Run 1, met1 routing:
Scale bar: 20 um. Supply wires on this layer in gray.
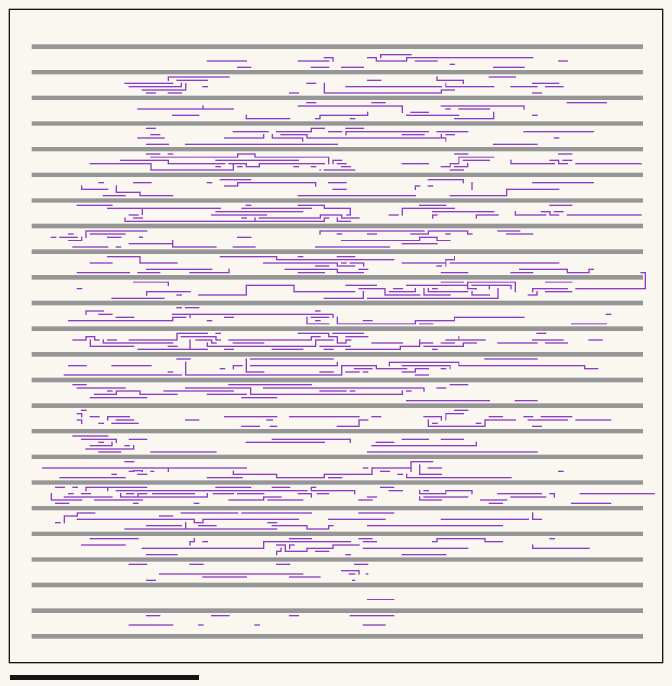
Run 1, signal wires on met2:
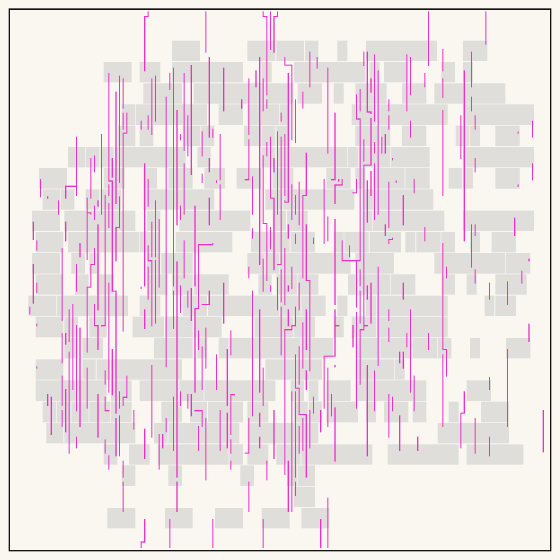
Run 1, the metal 3 layer:
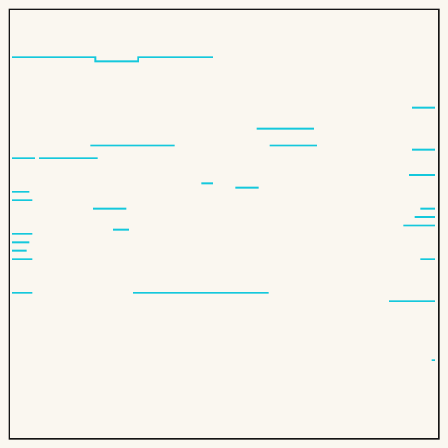
==> config.mk <==
export PLATFORM = sky130hd
export DESIGN_NAME = gf_mult_seq
export DESIGN_NICKNAME = d
export VERILOG_FILES = /design/src/rtl/gf_pkg.sv /design/src/rtl/gf_digit_step.sv /design/src/rtl/gf_mult_seq.sv
export SDC_FILE = /design/constraint.sdc
export NUM_CORES = 1
export LEC_CHECK = 0
export CORE_MARGIN = 2
export CORE_UTILIZATION = 45
export CTS_CLUSTER_DIAMETER = 150
export CTS_CLUSTER_SIZE = 20
export DETAILED_ROUTE_END_ITERATION = 10
export PLACE_DENSITY = 0.73
export SETUP_SLACK_MARGIN = 0.2
export SYNTH_ARGS = -nofsm -noshare
export SYNTH_HDL_FRONTEND = slang
export SYNTH_SLANG_ARGS = --single-unit
==> constraint.sdc <==
create_clock -name clk -period 1.6 [get_ports clk]
set_input_delay 0.32 -clock clk [delete_from_list [all_inputs] [get_ports clk]]
set_output_delay 0.32 -clock clk [all_outputs]
set_load 0.02 [all_outputs]
==> metrics.cfg, run 1 <==
[power_and_ir_drop]
p_comb_frac=0.433
powerDensity_nw_per_um2=1810
switching_power_mw=1.62
peakVddDrop_mv=0.686
p_seq_frac=0.402
power_mw=4.31
power_leakage_nw=1.10

[sta]
max_slew.worst_pin.slew_ns=0.423
rsz0062_at_grt=yes
fin_skew_ns=0.00731
hold_viol=0
fin_crit_sh=0.904
setup-tns-final_ns=0
timing.final.crit_period_ns=1.45
relSlewSlack=0.718
fmax_mhz=691
final-max-slew-violation-count=0

[worst_setup_path]
critPathTopFamily=flip-flops
cp.arrival_ns=1.13
cp_slowest_cell=dfrtp_1
cp.depth=2
crit_required_ns=1.28
worst-path-max-fanout=4
cp_num_buf_inv=1
critical_path_class=flop to primary output
cp-end-kind=primary output
start_kind=flop

[yosys]
synth_cell_types=24
aoi_share=0.212
ys_chip_area_sq_um=1910
fp_nets=213
netlist_instances=191
ys_sh_simple=0.128
ys_cells=191
muxShareOfSynthArea=0.0583
synth_flop_count=37
syn_avg_cell_area_sq_um=10.0
ys_sh_adder=0.0131
area_leaders=dfrtp_1, a22oi_1, mux2_2, xor2_1, a22o_1
top_area_frac=0.485
yosys_warnings=0
netlist_area_sq_um=1910

[run]
max_cap_violations=0
warning_count=28

[detailed_routing]
avgRoutedWirePerCell_um=14.2
viasPerCell=5.33
dr.pass1.iters=6
drc=0
ant_nets=0
drt_iter0_markers=87

[layout]
mostFrequentLayoutCell=dfrtp_1
syn_to_final_growth_pct=24.8
antenna_cells=0
drive_above_1_share=0.143
final_area_sq_um=2380

[floorplanning]
die_h_um=69.2
num_rows=23
ios=31
fp-utilization=0.471
die_w_um=69.2

[grt]
overflow=0
grt_antenna_before_repair=0
grt_pass1_vias=1407

[clock_network]
clkTransAtPathRegs_ns=0.07
cts_tree=built
clock_latency_ns=0.29
clock_tree.buffer_depth=2
cts_made_buffers=5
cts_hold_buffers=0
root_buffer=clkbuf_8

[outcome]
status=finished, final reports clean

[place]
dpl.hpwl_mm=2.50
port_buffers=30

[hold_path]
hold_class=primary input to async pin

Back to the opening pictures, 'met1 routing':
main direction: horizontal
share of all routed wire: 50%
wire length on this layer: 1,920 um
longest straight run: 21.6 um
nets with wire on the layer: 211
DRT Wirelength: 3.87 mm
vias: 1,454

Back to the opening pictures, 'signal wires on met2':
wire length on this layer: 1,770 um
nets with wire on the layer: 191
longest straight run: 34.5 um
met2 usage: 0.270

Back to the opening pictures, 'the metal 3 layer':
wire length on this layer: 159 um
share of all routed wire: 4.1%
nets with wire on the layer: 23
longest straight run: 21.6 um
main direction: horizontal
GRT met3 Usage: 0.0585

## run 1: kinds of logic after synthesis
kind of cell,Yosys count
AOI/OAI and AO/OA,66
buffers and inverters,17
and+or+nand+nor,48
xor gates and xnor gates,11
adders and majority gates,2
muxes,10
DFF,37
## run 1: synth_stat cells
master / count
o21bai_1: 1
and2b_1: 4
buf_4: 4
nor2b_1: 13
buf_2: 6
inv_1: 3
o21ai_0: 13
a22oi_1: 14
mux2i_1: 1
nor2_1: 9
o21ai_1: 12
and3b_1: 1
nand2b_1: 1
dfrtp_1: 37
mux2_2: 9
a21oi_1: 16
a22o_1: 10
or2_2: 1
nand3b_2: 1
ha_1: 2
xor2_1: 11
clkbuf_1: 2
nand2_1: 18
buf_6: 2
## run 1: worst register-to-register path, delay by kind of cell, from the launching register on
kind | cells | cell delay [ns]
buffers and inverters | 2 | 0.50
flip-flops | 1 | 0.39
AND-OR/OR-AND | 2 | 0.40
## run 1: stage by stage
step | setup slack (ns) | std cells
2_1_floorplan | 0.220 | 191
3_3_place_gp | -0.0997 | 263
3_5_place_dp | -0.144 | 263
4_1_cts | 0.149 | 272
5_1_grt | 0.0876 | 273
6_report | 0.153 | 273
## run 1: power by group through the flow
stage | clock network (mW) | registers (mW) | logic (mW)
2_1_floorplan | 0 | 1.73 | 1.35
3_3_place_gp | 0 | 1.73 | 1.83
3_5_place_dp | 0 | 1.75 | 1.89
4_1_cts | 0.733 | 1.73 | 1.85
5_1_grt | 0.788 | 1.79 | 2.09
6_report | 0.713 | 1.73 | 1.87
## run 1: layout make-up
type / count / area, sq um
flip-flops and latches: 37 / 926
clock inverters: 1 / 5.00
clock buffers: 7 / 96.3
inverters: 3 / 11.3
fillers: 362 / 1670
repair buffers: 37 / 372
well taps: 50 / 62.6
multi-input cells: 138 / 912
## run 1: per-layer routing
| layer | global-route usage | routed length (um) |
|---|---|---|
| met1 | 0.233 | 1920 |
| met4 | 0.0523 | 29 |
| met2 | 0.270 | 1770 |
| met3 | 0.0585 | 159 |
| met5 | 0 | 0 |
## run 1: timing repair
item | 4_1_cts | 5_1_grt
endpoints found under the setup margin | 37 | 38
setup buffers | 1 | 0
gates cloned | 0 | 1
gates resized | 26 | 5
Run 1, track usage over the die:
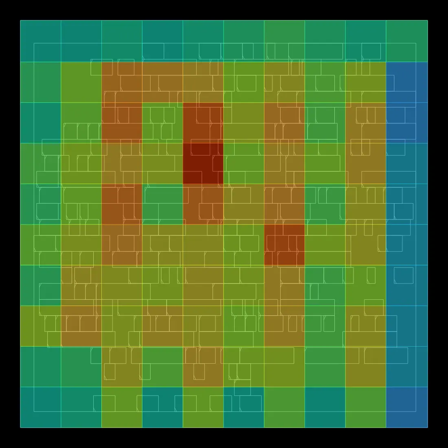

==> inputs of run 2 (changes only) <==
--- a/config.mk
+++ b/config.mk
@@ -6,11 +6,11 @@
 export NUM_CORES = 1
 export LEC_CHECK = 0
 export CORE_MARGIN = 2
-export CORE_UTILIZATION = 45
+export CORE_UTILIZATION = 40
 export CTS_CLUSTER_DIAMETER = 150
 export CTS_CLUSTER_SIZE = 20
 export DETAILED_ROUTE_END_ITERATION = 10
-export PLACE_DENSITY = 0.73
+export PLACE_DENSITY = 0.67
 export SETUP_SLACK_MARGIN = 0.2
 export SYNTH_ARGS = -nofsm -noshare
 export SYNTH_HDL_FRONTEND = slang
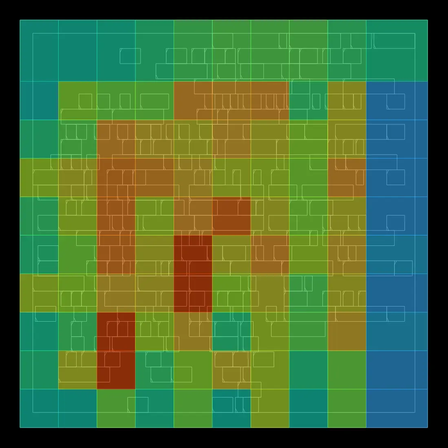
Run 2: track usage over the die
met1 Use GR: 0.233
wire length per cell: 14.7 um
GR peak layer: met2
GRT met3 Usage: 0.0497
met2 usage: 0.251

==> run 2 against run 1 <==
Non-clock buffer count grew 4. Register-to-register slack gained 0.02 ns. Via count grew 2.8%. Largest power group unchanged. Setup slack lost 0.030 ns. Fmax shrank 2.0%. Routed wire length grew 6.7%. Count of clock-buffer cells in the layout is the same. First-iteration DRC count shrank 5.7%. Final cell count grew 2.9%. Flip-flop count is the same. Sequential power is essentially flat.
==> metrics.cfg, run 2 <==
[layout]
final_area_sq_um=2420
syn_to_final_growth_pct=26.5
antenna_cells=0
mostFrequentLayoutCell=dfrtp_1
drive_above_1_share=0.163

[clock_network]
clkTransAtPathRegs_ns=0.08
cts_tree=built
cts_made_buffers=5
cts_hold_buffers=0
clock_tree.buffer_depth=2
root_buffer=clkbuf_8
clock_latency_ns=0.30

[worst_setup_path]
cp-end-kind=primary output
start_kind=flop
worst-path-max-fanout=4
crit_required_ns=1.28
critical_path_class=flop to primary output

[sta]
timing.final.crit_period_ns=1.48
relSlewSlack=0.727
hold_viol=0
final-max-slew-violation-count=0
rsz0062_at_grt=yes
fmax_mhz=677
fin_skew_ns=0.00790
fin_crit_sh=0.923
max_slew.worst_pin.slew_ns=0.409

[yosys]
top_area_frac=0.485
synth_cell_types=24
netlist_instances=191
area_leaders=dfrtp_1, a22oi_1, mux2_2, xor2_1, a22o_1
aoi_share=0.212
synthFlopType=dfrtp_1
synth.most_common_cell=dfrtp_1
fp_nets=213
ys_sh_simple=0.128
muxShareOfSynthArea=0.0583
edf_count=0
synth_flop_count=37
ys_top_cells_by_count=dfrtp_1, nand2_1, a21oi_1, a22oi_1
async_reset_ff_frac=1.00
ys_cells=191
yosys_warnings=0

[detailed_routing]
viasPerCell=5.32
drc=0
dr.pass1.iters=4
ant_nets=0
drt_iter0_markers=82

[floorplanning]
ios=31
num_rows=25
die_w_um=73.1
die_h_um=73.1

[place]
port_buffers=30
dpl.hpwl_mm=2.62

[grt]
overflow=0
grt_pass1_vias=1434
grt_antenna_before_repair=0

[outcome]
status=finished, final reports clean

[power_and_ir_drop]
powerDensity_nw_per_um2=1810
peakVddDrop_mv=0.728

[run]
warning_count=28
max_cap_violations=0

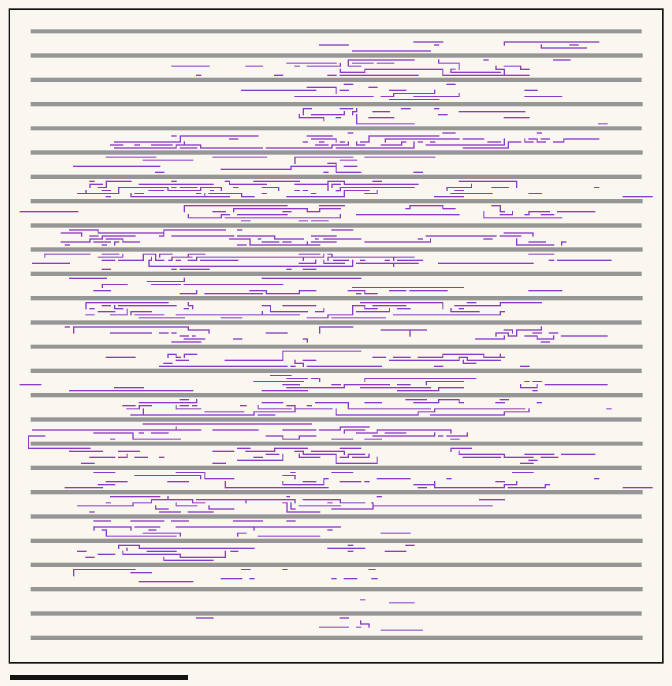
Run 2: met1 routing
Scale bar: 20 um. Supply wires on this layer in gray.
nets with wire on the layer: 225
longest straight run: 22.8 um
DRT Wirelength: 4.13 mm
vias: 1,494

[run 2: cell counts after synthesis]
No cell type changed its count.
[run 2: where the power goes]
part           internal (mW)  switching [mW]
logic                  0.973           0.915
clock network          0.390           0.350
registers               1.35           0.385
[run 2: repair_timing]
action | in CTS | in global routing
setup buffers | 2 | 2
setup endpoints to repair | 42 | 37
resized | 28 | 6
gates cloned | 0 | 1
[run 2: cell families (layout without fill, tap and decap cells)]
group | count (synthesis) | count (layout)
DFF | 37 | 37
AOI/OAI and AO/OA | 66 | 66
muxes | 10 | 10
adders and majority gates | 2 | 2
and+or+nand+nor | 48 | 49
xor gates and xnor gates | 11 | 11
buffers and inverters | 17 | 52
[run 2: area by class of cell]
type                       instances  area, sq um
fill                             420         2240
multi-input combinational        138          912
inverter                           3         11.3
tap                               54         67.6
timing repair buffer              41          397
clock buffer                       7         96.3
clock inverter                     1         5.00
sequential                        37          927
[run 2: stage by stage]
step	hold slack, ns	total power, mW	setup WS, ns	cells	TNS (ns)
floorplan	0.0244	3.08	0.220	191	0
global placement	0.460	3.56	-0.0779	268	-0.871
detailed placement	0.469	3.62	-0.108	268	-1.50
CTS	0.395	4.33	0.0970	278	0
global route	0.415	4.69	0.0800	281	0
finish	0.384	4.36	0.123	281	0
[run 2: worst max-delay path, stage by stage (launching register included)]
cell and delay (ns):
dfrtp_1 0.43, or2_4 0.27, inv_2 0.04, buf_4 0.12
[run 2: per-layer routing]
metal,wire length (um),GRT usage
met4,61,0.0638
met5,0,0
met2,1960,0.251
met1,1970,0.233
met3,145,0.0497
Power is estimated from default activity; no workload was simulated.
